File: src/rtl/rsa_pkg.sv
// Shared constants and types for the 6-bit RSA datapath.
package rsa_pkg;

    // Default operand width for cipher, key, modulus and result.
    localparam int unsigned W_DEFAULT = 6;

    // Cycles from the accepting edge to the edge that raises done.
    localparam int unsigned LAT = 1 + 2 * W_DEFAULT * (2 * W_DEFAULT + 1);

    // Control states of the square-and-multiply sequencer.
    typedef enum logic [2:0] {
        StIdle,
        StSqIssue,
        StSqWait,
        StMulIssue,
        StMulWait,
        StFinish
    } state_e;

endpackage

File: src/rtl/mod_reduce.sv
// Restoring shift-subtract reducer: rem = dividend mod modulus.
// Consumes one dividend bit per cycle, MSB first. The first bit is folded in
// on the launch edge, so done is high in the 2W-th cycle counting the
// launch cycle, and stays high for exactly one cycle.
module mod_reduce #(
    parameter int unsigned W = 6
) (
    input  logic           clk,
    input  logic           reset_n,
    input  logic           go,
    input  logic [2*W-1:0] dividend,
    input  logic [W-1:0]   modulus,
    output logic           done,
    output logic [W-1:0]   rem
);

    localparam int unsigned CW = $clog2(2 * W + 1);
    localparam logic [CW-1:0] LAST = CW'(2 * W);

    logic [W-1:0]   r_q;
    logic [2*W-1:0] dvd_q;
    logic [W-1:0]   m_q;
    logic [CW-1:0]  cnt_q;
    logic           active_q;

    // One restoring step: shift in a bit, subtract the modulus if it fits.
    // r < m on entry, so the shifted value is below 2m and one subtract suffices.
    function automatic logic [W-1:0] step(input logic [W-1:0] r, input logic b,
                                          input logic [W-1:0] m);
        logic [W:0] t;
        t = {r, b};
        if (t >= {1'b0, m}) begin
            t = t - {1'b0, m};
        end
        return t[W-1:0];
    endfunction

    // Launch on go, then one step per cycle until all 2W bits are consumed.
    always_ff @(posedge clk or negedge reset_n) begin
        if (!reset_n) begin
            r_q      <= '0;
            dvd_q    <= '0;
            m_q      <= '0;
            cnt_q    <= '0;
            active_q <= 1'b0;
        end else if (go) begin
            r_q      <= step('0, dividend[2*W-1], modulus);
            dvd_q    <= dividend << 1;
            m_q      <= modulus;
            cnt_q    <= CW'(1);
            active_q <= 1'b1;
        end else if (active_q) begin
            if (cnt_q == LAST) begin
                active_q <= 1'b0;
            end else begin
                r_q   <= step(r_q, dvd_q[2*W-1], m_q);
                dvd_q <= dvd_q << 1;
                cnt_q <= cnt_q + CW'(1);
            end
        end
    end

    assign done = active_q && (cnt_q == LAST);
    assign rem  = r_q;

endmodule

File: src/rtl/rsa_decrypt.sv
// RSA decryption: plain = cipher^priv_key mod n by left-to-right
// square-and-multiply. The multiply step runs for every key bit so the
// latency does not depend on the key.
module rsa_decrypt
    import rsa_pkg::*;
#(
    parameter int unsigned W = W_DEFAULT
) (
    input  logic         clk,
    input  logic         reset_n,
    input  logic         start,
    input  logic [W-1:0] cipher,
    input  logic [W-1:0] priv_key,
    input  logic [W-1:0] n,
    output logic         busy,
    output logic         done,
    output logic         err,
    output logic [W-1:0] plain
);

    localparam int unsigned PW = 2 * W;
    localparam int unsigned IW = (W > 1) ? $clog2(W) : 1;
    localparam logic [IW-1:0] I_TOP = IW'(W - 1);

    state_e        state_q, state_d;
    logic [W-1:0]  c_q, c_d;
    logic [W-1:0]  d_q, d_d;
    logic [W-1:0]  n_q, n_d;
    logic [W-1:0]  acc_q, acc_d;
    logic [W-1:0]  plain_q, plain_d;
    logic [IW-1:0] idx_q, idx_d;
    logic          err_q, err_d;
    logic          busy_q, done_q;

    logic [W-1:0]  mul_b;
    logic [PW-1:0] prod;
    logic          red_go;
    logic          red_done;
    logic [W-1:0]  red_rem;

    // Single multiplier: squares acc, or multiplies acc by the captured cipher.
    always_comb begin
        mul_b = (state_q == StMulIssue) ? c_q : acc_q;
        prod  = PW'(acc_q) * PW'(mul_b);
    end

    assign red_go = (state_q == StSqIssue) || (state_q == StMulIssue);

    mod_reduce #(
        .W (W)
    ) u_mod_reduce (
        .clk      (clk),
        .reset_n  (reset_n),
        .go       (red_go),
        .dividend (prod),
        .modulus  (n_q),
        .done     (red_done),
        .rem      (red_rem)
    );

    // Sequencer next-state and datapath register updates.
    always_comb begin
        state_d = state_q;
        c_d     = c_q;
        d_d     = d_q;
        n_d     = n_q;
        acc_d   = acc_q;
        idx_d   = idx_q;
        err_d   = err_q;
        plain_d = plain_q;

        unique case (state_q)
            StIdle: begin
                if (start) begin
                    c_d   = cipher;
                    d_d   = priv_key;
                    n_d   = n;
                    idx_d = I_TOP;
                    err_d = 1'b0;
                    // Moduli 0 and 1 have no meaningful residue; report and skip.
                    if (n < W'(2)) begin
                        acc_d   = '0;
                        state_d = StFinish;
                    end else begin
                        acc_d   = W'(1);
                        state_d = StSqIssue;
                    end
                end
            end
            StSqIssue: state_d = StSqWait;
            StSqWait: begin
                if (red_done) begin
                    acc_d   = red_rem;
                    state_d = StMulIssue;
                end
            end
            StMulIssue: state_d = StMulWait;
            StMulWait: begin
                if (red_done) begin
                    // Product is always computed; only kept when the key bit is set.
                    if (d_q[idx_q]) begin
                        acc_d = red_rem;
                    end
                    if (idx_q == '0) begin
                        state_d = StFinish;
                    end else begin
                        idx_d   = idx_q - IW'(1);
                        state_d = StSqIssue;
                    end
                end
            end
            StFinish: begin
                plain_d = acc_q;
                err_d   = (n_q < W'(2));
                state_d = StIdle;
            end
            default: state_d = StIdle;
        endcase
    end

    // State and output registers; busy and done trail the FSM by one cycle.
    always_ff @(posedge clk or negedge reset_n) begin
        if (!reset_n) begin
            state_q <= StIdle;
            c_q     <= '0;
            d_q     <= '0;
            n_q     <= '0;
            acc_q   <= '0;
            idx_q   <= '0;
            err_q   <= 1'b0;
            plain_q <= '0;
            busy_q  <= 1'b0;
            done_q  <= 1'b0;
        end else begin
            state_q <= state_d;
            c_q     <= c_d;
            d_q     <= d_d;
            n_q     <= n_d;
            acc_q   <= acc_d;
            idx_q   <= idx_d;
            err_q   <= err_d;
            plain_q <= plain_d;
            busy_q  <= (state_q != StIdle);
            done_q  <= (state_q == StFinish);
        end
    end

    assign busy  = busy_q;
    assign done  = done_q;
    assign err   = err_q;
    assign plain = plain_q;

endmodule

File: config.mk
export PLATFORM = sky130hd
export DESIGN_NAME = rsa_decrypt
export DESIGN_NICKNAME = d
export VERILOG_FILES = /design/src/rtl/rsa_pkg.sv /design/src/rtl/mod_reduce.sv /design/src/rtl/rsa_decrypt.sv
export SDC_FILE = /design/constraint.sdc
export NUM_CORES = 1
export LEC_CHECK = 0
export CORE_ASPECT_RATIO = 0.7
export CORE_MARGIN = 3
export CORE_UTILIZATION = 60
export DETAILED_ROUTE_END_ITERATION = 10
export GPL_ROUTABILITY_DRIVEN = 0
export GPL_TIMING_DRIVEN = 0
export HOLD_SLACK_MARGIN = 0.08
export PLACE_DENSITY_LB_ADDON = 0.08
export SLEW_MARGIN = 20
export SYNTH_ARGS = -nofsm -noshare
export SYNTH_HDL_FRONTEND = slang
export SYNTH_SLANG_ARGS = --single-unit
File: constraint.sdc
create_clock -name clk -period 6.4 [get_ports clk]
set_clock_uncertainty 0.05 [all_clocks]
set_input_delay 1.28 -clock clk [delete_from_list [all_inputs] [get_ports clk]]
set_output_delay 1.28 -clock clk [all_outputs]
set_load 0.01 [all_outputs]
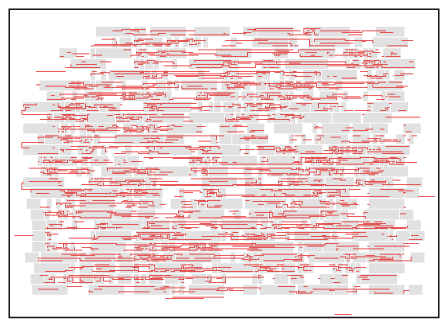
(images/m1.png)
main direction: horizontal
longest straight run: 31.7 um
nets with wire on the layer: 554
wire length on this layer: 4710 um
Routed WL: 9513 um
met1 usage: 0.3658
via count: 3508

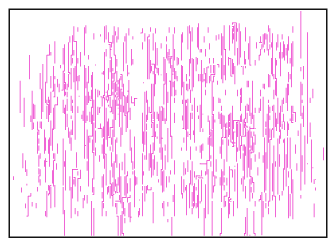
(images/m2.png)
main direction: vertical
nets with wire on the layer: 499
longest straight run: 38.1 um
wire length on this layer: 4170 um
share of all routed wire: 44%
met2 Track Usage GR: 0.3790

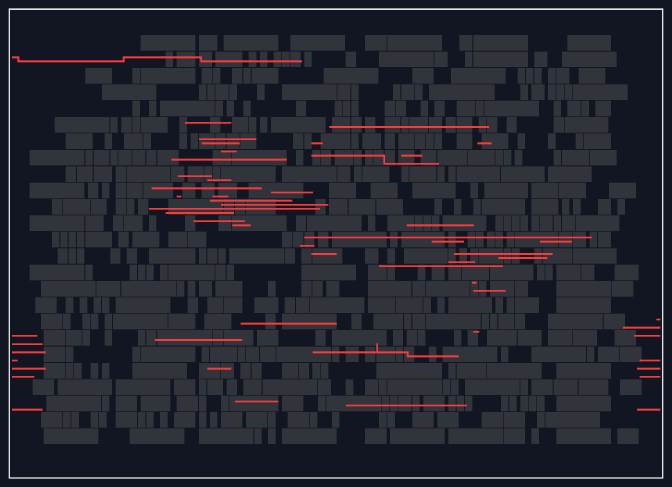
(images/m3.png)
longest straight run: 47.4 um
main direction: horizontal
nets with wire on the layer: 42
share of all routed wire: 5.6%

==> flow_summary.toml <==
# implementation run metrics
[logic_synthesis]
synth_top_area_share = 0.3821
avgSynthCellArea_um2 = 8.955
most_common_cell = "nand2_1"
netlist_top_cells_count = "nand2_1 (97), dfrtp_1 (67), nor2_1 (49), inv_1 (47), ha_1 (32)"
simple_gate_area_frac = 0.1919
yosysUniqueCellTypes = 45
synth_flops = 67
syn_area_um2 = 4388
ys_seq_frac = 0.3821
ys_cells = 490
area_leaders = "dfrtp_1 (38%), ha_1 (9.1%), nand2_1 (8.3%)"
syn_inst = 490
synthArstFlopShare = 1.000
syn-num-nets = 561
flop_cell = "dfrtp_1"
synth.cellmix.adderShare = 0.1734
edf_count = 0
ys_sh_mux = 0.05361
yosysTopAreaCell = "dfrtp_1"
synth.logic.top_family = "simple AND/OR/NAND/NOR gates"
xor_area_frac = 0.02196
ys_area_um2 = 4388
ys_sh_aoi = 0.1203
ys_warn_count = 0

[floorplanning]
floorplan.core_util = 0.6348
rows = 25
nWellTaps = 94
fp.dieArea_um2 = 8392
die_w_um = 108.2
ios = 30
core_area_um2 = 6913

[power_and_ir_drop]
max-vdd-ir-drop_mv = 0.1376
pwr-share-seq = 0.507
clock_power_uw = 389
power_frac_comb = 0.027
power.combinational.total_uw = 22.2
intPower_uw = 655.0
power_density_nw_per_um2 = 165.3
pwr-share-clk = 0.466
power_leader = "sequential cells"
power_uw = 833.8
switching_share = 0.2145

[final_timing]
finalSetupViolCount = 0
grt_setup_unrepaired = "false"
relSlewSlack = 0.6460
finalHoldViolations = 0
maxSlewViolCount = 0
tightest_slew_ps = 531.0
min_period_over_period = 0.9441
hold_ws_ps = 430.2
setup_slack_ps = 357.7
period_needed_ps = 6042
fmax_mhz = 165.5
fin_setup_tns_ps = 0

[cts]
clk_pin_slew_ps = 70
root_buffer = "clkbuf_8"
cts_tree = "done"
cts_buffers = 9
clk_path_buf_depth = 2
clk_latency_ps = 350
cts.sinks = 67
cts_setup_buffers = 0

[finish]
fillCellCount = 498
buffers_excl_clock = 47
fin_area_um2 = 5045
layout-drive-gt1-share = 0.08396
regMostFlops = "u_mod_reduce.dvd_q"
mi_logic_area_um2 = 2474
final_nets = 602
inv_count = 47
largest_register_ffs = 11
bufAreaShareNonClock = 0.07589
fin_cells = 630
syn_to_final_growth_pct = 14.97
flops = 67
clock_cell_area_share = 0.04315
comb_share = 0.4903
logic_gate_count = 359
nClkBuffers = 10

[run]
max-cap-violations = 0
openroad.warnings = 28

[worst_setup_path]
path_depth = 25
r2r_cells = 25
start_kind = "flop"
cp.arrival_ps = 6220
crit_required_ps = 6580
crit_type = "flop to flop"
cp_top_family = "adder cells"
endpoint_kind = "flop"
slowest_delay_ps = 550
path_buffers = 6
worst_path_max_delay_cell = "fa_1"

[hold_path]
whs_path_depth = 2
hold_class = "flop to flop"

[grt]
grt_pass1_wl_um = 16490
grt_antenna_before_repair = 0
gr-usage-met3 = 0.05653
grt_max_degree = 45
grt_pass1_vias = 3436

[placement]
dp_cells = 614
placed_cell_area_um2 = 4813
dp_slack_ps = 401.9
hpwl_um = 7330
portBuffers = 29

[routing]
routedWlPerCell_um = 15.10
first_pass_iters = 5
antenna_left = 0
drc = 0
viasPerCell = 5.568

[outcome]
outcome = "complete, no violations"
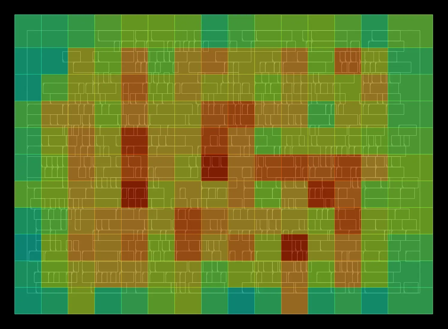
(images/congestion_map.png)
GRT Resource Usage Total: 0.2514
GRT busiest layer: met2
final core occ: 0.7298

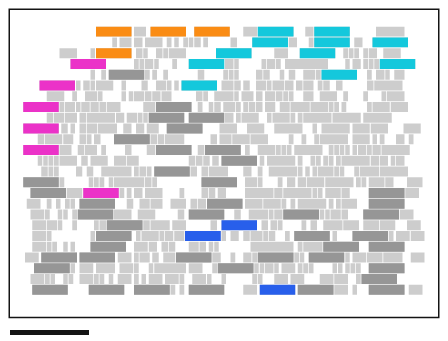
(images/ff_map.png)
Scale bar: 20 um.
[state_q] blue | flops: 3
[u_mod_reduce.cnt_q] orange | flops: 4
[u_mod_reduce.m_q] magenta | flops: 6
[u_mod_reduce.dvd_q] cyan | flops: 11
not colored: 43

-- routing by layer --
metal / share of wire / wire, um
met3: 0.056 / 533
met4: 0.0098 / 93
met2: 0.44 / 4172
met5: 0 / 0
met1: 0.50 / 4714
-- cell usage in the layout, fill, tap and decap left out, types with 2 or more instances in the layout --
master	n
a211oi_1	4
a21o_1	3
a21oi_1	13
a22oi_1	2
a31oi_1	9
and2_1	9
buf_2	6
bufinv_16	2
clkbuf_1	10
clkbuf_8	9
clkdlybuf4s50_1	28
clkinv_4	2
dfrtp_1	67
fa_1	18
ha_1	32
inv_1	47
mux2_2	10
mux2i_1	7
mux2i_2	3
nand2_1	97
nand2b_1	9
nand3_1	12
nand4_1	2
nor2_1	49
nor2b_1	5
nor3_1	7
o211ai_1	3
o21a_1	2
o21ai_0	25
o21ai_1	4
o22ai_1	6
o31ai_4	2
xnor2_1	7
xor2_1	4
-- path summary, 6_finish.rpt --
kind | from | end | slack [ps]
setup / recovery | state_q[0]$_DFFE_PN0P_ | u_mod_reduce.rem[3]$_DFFE_PN0P_ | 360
hold / removal | d_q[3]$_DFFE_PN0P_ | d_q[3]$_DFFE_PN0P_ | 430
setup reg to reg | state_q[0]$_DFFE_PN0P_ | u_mod_reduce.rem[3]$_DFFE_PN0P_ | 360
hold reg to reg | d_q[3]$_DFFE_PN0P_ | d_q[3]$_DFFE_PN0P_ | 430
max in group asynchronous | reset_n | acc_q[3]$_DFFE_PN0P_ | 4990
min in group asynchronous | reset_n | u_mod_reduce.dvd_q[5]$_DFFE_PN0P_ | 780
-- repair_timing --
item / CTS / global route
setup endpoints to repair: 0 / 4
gates resized: 0 / 4
hold buffers: 0 / 0
-- worst min-delay path, cell delays in order (launching register included) --
cell     delay, ps
dfrtp_1        350
nand2_1         50
nand2_1         50
No activity file was given, so power comes from the tool's default toggle rates.
